--- config.mk ---
export PLATFORM = sky130hd
export DESIGN_NAME = snn_img_loader
export DESIGN_NICKNAME = d
export VERILOG_FILES = /design/src/rtl/snn_pkg.sv /design/src/rtl/ram.sv /design/src/rtl/snn_img_loader.sv
export SDC_FILE = /design/constraint.sdc
export NUM_CORES = 2
export LEC_CHECK = 0
export CAP_MARGIN = 20
export CORE_MARGIN = 2
export CORE_UTILIZATION = 55
export DETAILED_ROUTE_END_ITERATION = 12
export GPL_TIMING_DRIVEN = 0
export MAX_ROUTING_LAYER = met4
export PLACE_DENSITY = 0.78
export SYNTH_ARGS = -nofsm -noshare
export SYNTH_HDL_FRONTEND = slang
export SYNTH_SLANG_ARGS = --single-unit
--- constraint.sdc ---
create_clock -name clk -period 25.4 [get_ports clk]
set_input_delay 5.08 -clock clk [delete_from_list [all_inputs] [get_ports clk]]
set_output_delay 5.08 -clock clk [all_outputs]
set_load 0.02 [all_outputs]
--- src/rtl/snn_pkg.sv ---
// rtl/snn_pkg.sv - shared types and constants for the snn image loader
package snn_pkg;

  typedef logic [2:0] ldr_state_t;

  localparam ldr_state_t IDLE   = 3'd0;
  localparam ldr_state_t UNPACK = 3'd1;
  localparam ldr_state_t START  = 3'd2;
  localparam ldr_state_t RUN    = 3'd3;
  localparam ldr_state_t TX     = 3'd4;

  localparam int IMG_BITS  = 784;
  localparam int IMG_BYTES = 98;
  localparam logic [7:0] ASCII_ZERO = 8'h30;

endpackage

--- src/rtl/ram.sv ---
// rtl/ram.sv - single-port RAM with synchronous read, one cycle latency
module ram #(
  parameter int DATA_WIDTH = 1,
  parameter int ADDR_WIDTH = 10
) (
  input  logic                  clk,
  input  logic                  we,
  input  logic [ADDR_WIDTH-1:0] addr,
  input  logic [DATA_WIDTH-1:0] d,
  output logic [DATA_WIDTH-1:0] q
);

  logic [DATA_WIDTH-1:0] mem [0:(1<<ADDR_WIDTH)-1];

  always_ff @(posedge clk) begin
    if (we) mem[addr] <= d;
    q <= mem[addr];
  end

endmodule

--- src/rtl/snn_img_loader.sv ---
// rtl/snn_img_loader.sv - unpacks a UART-delivered binary image into the core input RAM
// and returns the classified digit as an ASCII byte.
module snn_img_loader #(
  parameter int IMG_BITS  = snn_pkg::IMG_BITS,
  parameter int IMG_BYTES = snn_pkg::IMG_BYTES
) (
  input  logic       clk,
  input  logic       rst_n,
  input  logic [7:0] rx_data,
  input  logic       rx_rdy,
  input  logic [9:0] addr_input_unit,
  output logic       q_input,
  output logic       snn_start,
  input  logic       snn_done,
  input  logic [3:0] digit,
  output logic [7:0] tx_data,
  output logic       tx_start,
  input  logic       tx_busy,
  output logic       busy
);

  import snn_pkg::*;

  // Load stops at whichever bound is tighter, so a mis-set pair cannot overrun the RAM map.
  localparam int LoadBits = (IMG_BITS < IMG_BYTES * 8) ? IMG_BITS : IMG_BYTES * 8;
  localparam logic [9:0] LastAddr = 10'(LoadBits - 1);

  ldr_state_t state;
  ldr_state_t next_state;
  logic [9:0] wr_addr;
  logic [2:0] bit_cnt;
  logic [7:0] shreg;
  logic       ram_we;
  logic [9:0] ram_addr;

  always_comb begin
    next_state = state;
    case (state)
      IDLE:    if (rx_rdy) next_state = UNPACK;
      UNPACK:  if (bit_cnt == 3'd7) next_state = (wr_addr == LastAddr) ? START : IDLE;
      START:   next_state = RUN;
      RUN:     if (snn_done) next_state = TX;
      TX:      if (!tx_busy) next_state = IDLE;
      default: next_state = IDLE;
    endcase
  end

  always_ff @(posedge clk or negedge rst_n) begin
    if (!rst_n) begin
      state   <= IDLE;
      wr_addr <= '0;
      bit_cnt <= '0;
      shreg   <= '0;
      tx_data <= '0;
      busy    <= 1'b0;
    end else begin
      state <= next_state;
      busy  <= (next_state == START) || (next_state == RUN) || (next_state == TX);
      case (state)
        IDLE: if (rx_rdy) shreg <= rx_data;
        UNPACK: begin
          shreg   <= {1'b0, shreg[7:1]};
          wr_addr <= wr_addr + 10'd1;
          bit_cnt <= bit_cnt + 3'd1;
        end
        START: wr_addr <= '0;
        RUN: if (snn_done) tx_data <= ASCII_ZERO + {4'h0, digit};
        default: ;
      endcase
    end
  end

  assign ram_we    = (state == UNPACK);
  assign ram_addr  = (state == IDLE || state == UNPACK) ? wr_addr : addr_input_unit;
  assign snn_start = (state == START);
  assign tx_start  = (state == TX) && !tx_busy;

  ram #(
    .DATA_WIDTH(1),
    .ADDR_WIDTH(10)
  ) ram_input_unit (
    .clk (clk),
    .we  (ram_we),
    .addr(ram_addr),
    .d   (shreg[0]),
    .q   (q_input)
  );

endmodule

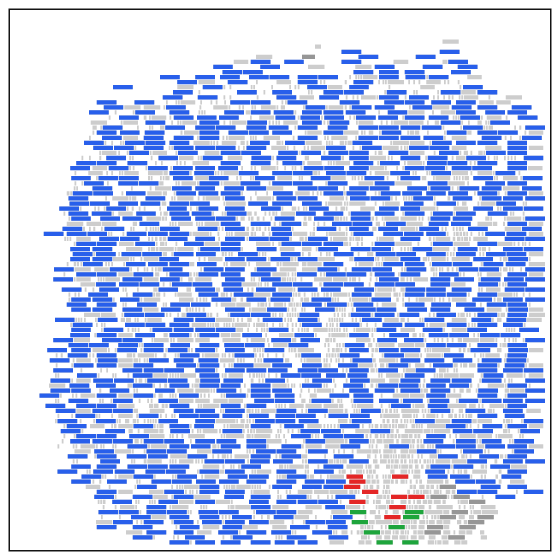
registers.png
color	signal	placed flops
red	wr_addr	10
green	shreg	8
blue	ram_input_unit.mem	1024

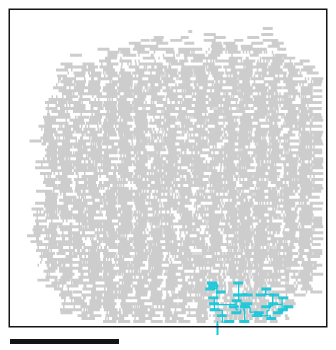
port_nets.png
The bar under the picture is 100 um long.
color	port	bits	direction	end cells	buffers	wire
cyan	rst_n	1	input	30	2	227 um

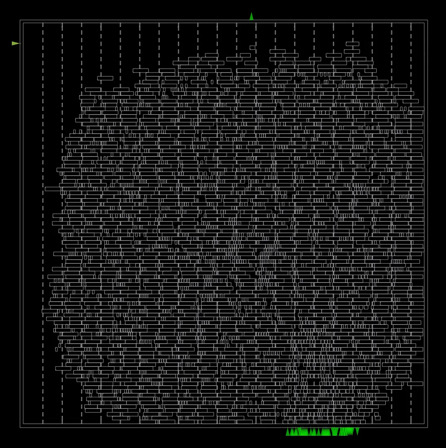
final_placement.png
fraction of area in registers: 62.3%
Core Util, Final: 62.0%
non-filler cells, final: 4449
row cnt: 105

==> metrics.cfg <==
[outcome]
status = finished, final reports clean

[route]
drcViolationCount = 0
route.met3.wl_mm = 23.3
viasPerCell = 6.80
highest_layer = met4
ant_nets = 0
met1_length_mm = 44.8
route.met2.wl_mm = 62.7
drt_iter0_markers = 6391
drtPass1Iterations = 10

[timing]
tightest_slew_ns = 1.36
slew_headroom_pct = 9.41
fin_crit_sh_pct = 44.5
holdWs_ns = 0.485
worst_slack_ns = 14.09
finalHoldViolCount = 0
setup_viol = 0
fin_skew_ns = 0.0319
fin_setup_tns_ns = 0
rsz0062_at_grt = false
fin_crit_ns = 11.31
max_freq_ghz = 0.0884

[global_route]
use_met1_pct = 42.4
use_met3_pct = 11.3
antenna_found_initial = 1
grt_pass1_vias = 28800
grt_pass1_wl_mm = 198
busiest_layer = met2
grt_overflow_total = 0
grt_max_degree = 118

[critical_path]
cp_common_cell = clkdlybuf4s50_1
timing.critical_path.to = tx_start
criticalPathCategory = input port to output pin
worstPathMaxFanout = 2
crit_arrival_ns = 6.23
cp_top_family = buffers and inverters
crit_chain = clkdlybuf4s50_1, nor2_1, clkdlybuf4s50_1
r2r-start = state[2]
r2r_cells = 12
timing.rr.end = ram_input_unit.q
critPathMaxStageDelay_ns = 0.61
crit_required_ns = 20.32
endpoint_kind = output pin
setup.worst_path.start_class = input port
critPathLaunch = tx_busy
cp.buffers_inverters = 2
r2r_slack_ns = 20.48
cp_slowest_cell = clkdlybuf4s50_1
cp_num_cells = 3

[run]
tool_warnings = 46
cap_violations = 0

[floorplan]
die_area_sq_um = 84300
die_x_um = 290
fp.dieH_um = 290
ioPinCount = 39
fp.coreArea_sq_um = 81600
fp_util_pct = 55.3
n_tap_cell = 1070

[finish]
largest_class = sequential cells
lay_top_count = nor2_1
syn2layout_area_growth_pct = 12.2
regMostFlops = ram_input_unit.mem
logic_area_sq_um = 12300
clkbuf_count = 134
nNetsFinal = 3321
seq_area_sq_um = 31500
lay_top_cells = nor2_1 (1053), edfxtp_1 (1024), mux4_2 (256)
top_regs = ram_input_unit.mem: 1024 flops, wr_addr: 10 flops, shreg: 8 flops
comb_area_share_pct = 24.3
fin_area_sq_um = 50600
clkCellAreaFrac_pct = 6.09
largest_reg_flops = 1024
diodes = 1
buffer_area_share_pct = 4.63
fillers = 5751
design.seq.count = 1055
inv_count = 10

[cts]
cts_tree = yes
clk_latency_ns = 0.70
htreeDepth = 3
clkSinkCount = 1055
cts.reportedPaths.clkPinSlew_ns = 0.06
clock-root-buffer = clkbuf_16
post-cts-setup-buffer-count = 0
cts.path.max_buffers = 3
ctsHoldBuffers = 0
cts_resized = 0

[power]
comb_power_mw = 1.92
irDropWorstVdd_mv = 0.123
p_sw_mw = 2.01
finalPower_mw = 5.58
p_int_mw = 3.58
clkPwrFrac_pct = 25.8
power.density_nw_per_um2 = 110
powerSeq_mw = 2.22
p_leak_nw = 15.2
top_power_group = sequential cells
p_comb_share_pct = 34.5
pg_clk_mw = 1.44
switching_share_pct = 35.9
pwr-share-seq_pct = 39.7

[hold_path]
whs_path_depth = 2
hold_path_startpoint = bit_cnt[1]
holdPathEnd = bit_cnt[1]

[synthesis]
yosysSeqAreaShare_pct = 69.9
syn_area_per_cell_sq_um = 14.5
synthTopLogicFamily = multiplexers
synth-seq-cells = 1055
largest_area_cell = edfxtp_1
postSynth.asyncResetShare_pct = 2.84
ys_types = 49
simple_gate_area_share_pct = 11.0
ys_cells = 3109
synthAoiAreaFrac_pct = 3.08
yosys-top-cells-area = edfxtp_1 (68%), mux4_2 (13%), nor2_1 (8.8%), a22oi_1 (2.1%), dfrtp_1 (1.7%)
synth_top_cell_by_count = nor2_1
mux_share_pct = 13.1
synthFlopType = edfxtp_1
ys.warnings.count = 0
synthXorXnorAreaFrac_pct = 0.0194
synth-adder-area-share_pct = 0.0832
top_cells_by_count = nor2_1 (1053), edfxtp_1 (1024), mux4_2 (256), clkbuf_1 (180), nand2_1 (155)
synth_chip_area_sq_um = 45100
edf_count = 1024
yosys.area.top_type_share_pct = 68.2
synthCells = 3109

[placed_design]
placedCellCount = 4248
place_congestion = 0.943
post-place-ws_ns = 14.09
dp_hpwl_mm = 88.1
io_buffers = 36
placed_cell_area_sq_um = 47400

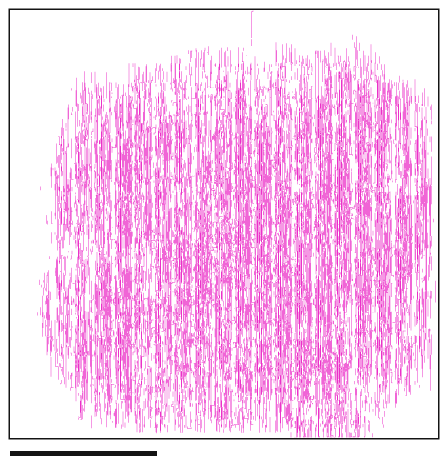
met2.png
The bar under the picture is 100 um long.
longest straight run	104 um
wire length on this layer	62.7 mm
share of all routed wire	44%
main direction	vertical
Vias: 30300
grt met2 use: 49.8%
final wirelength: 141 mm

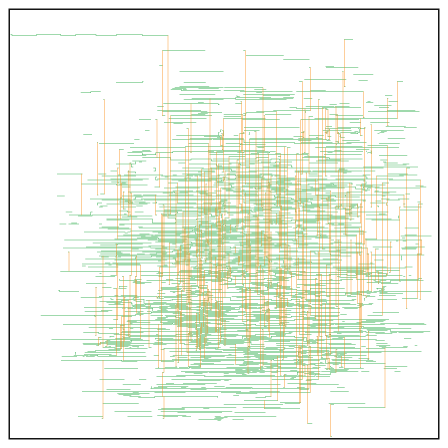
metal_stack.png
Only two layers are drawn.
color	layer	wire length
orange	met4	10300 um
green	met3	23.3 mm
WL/cell: 31.7 um
Global Route Usage Sum: 34.3%

Power and IR drop assume default switching activity.
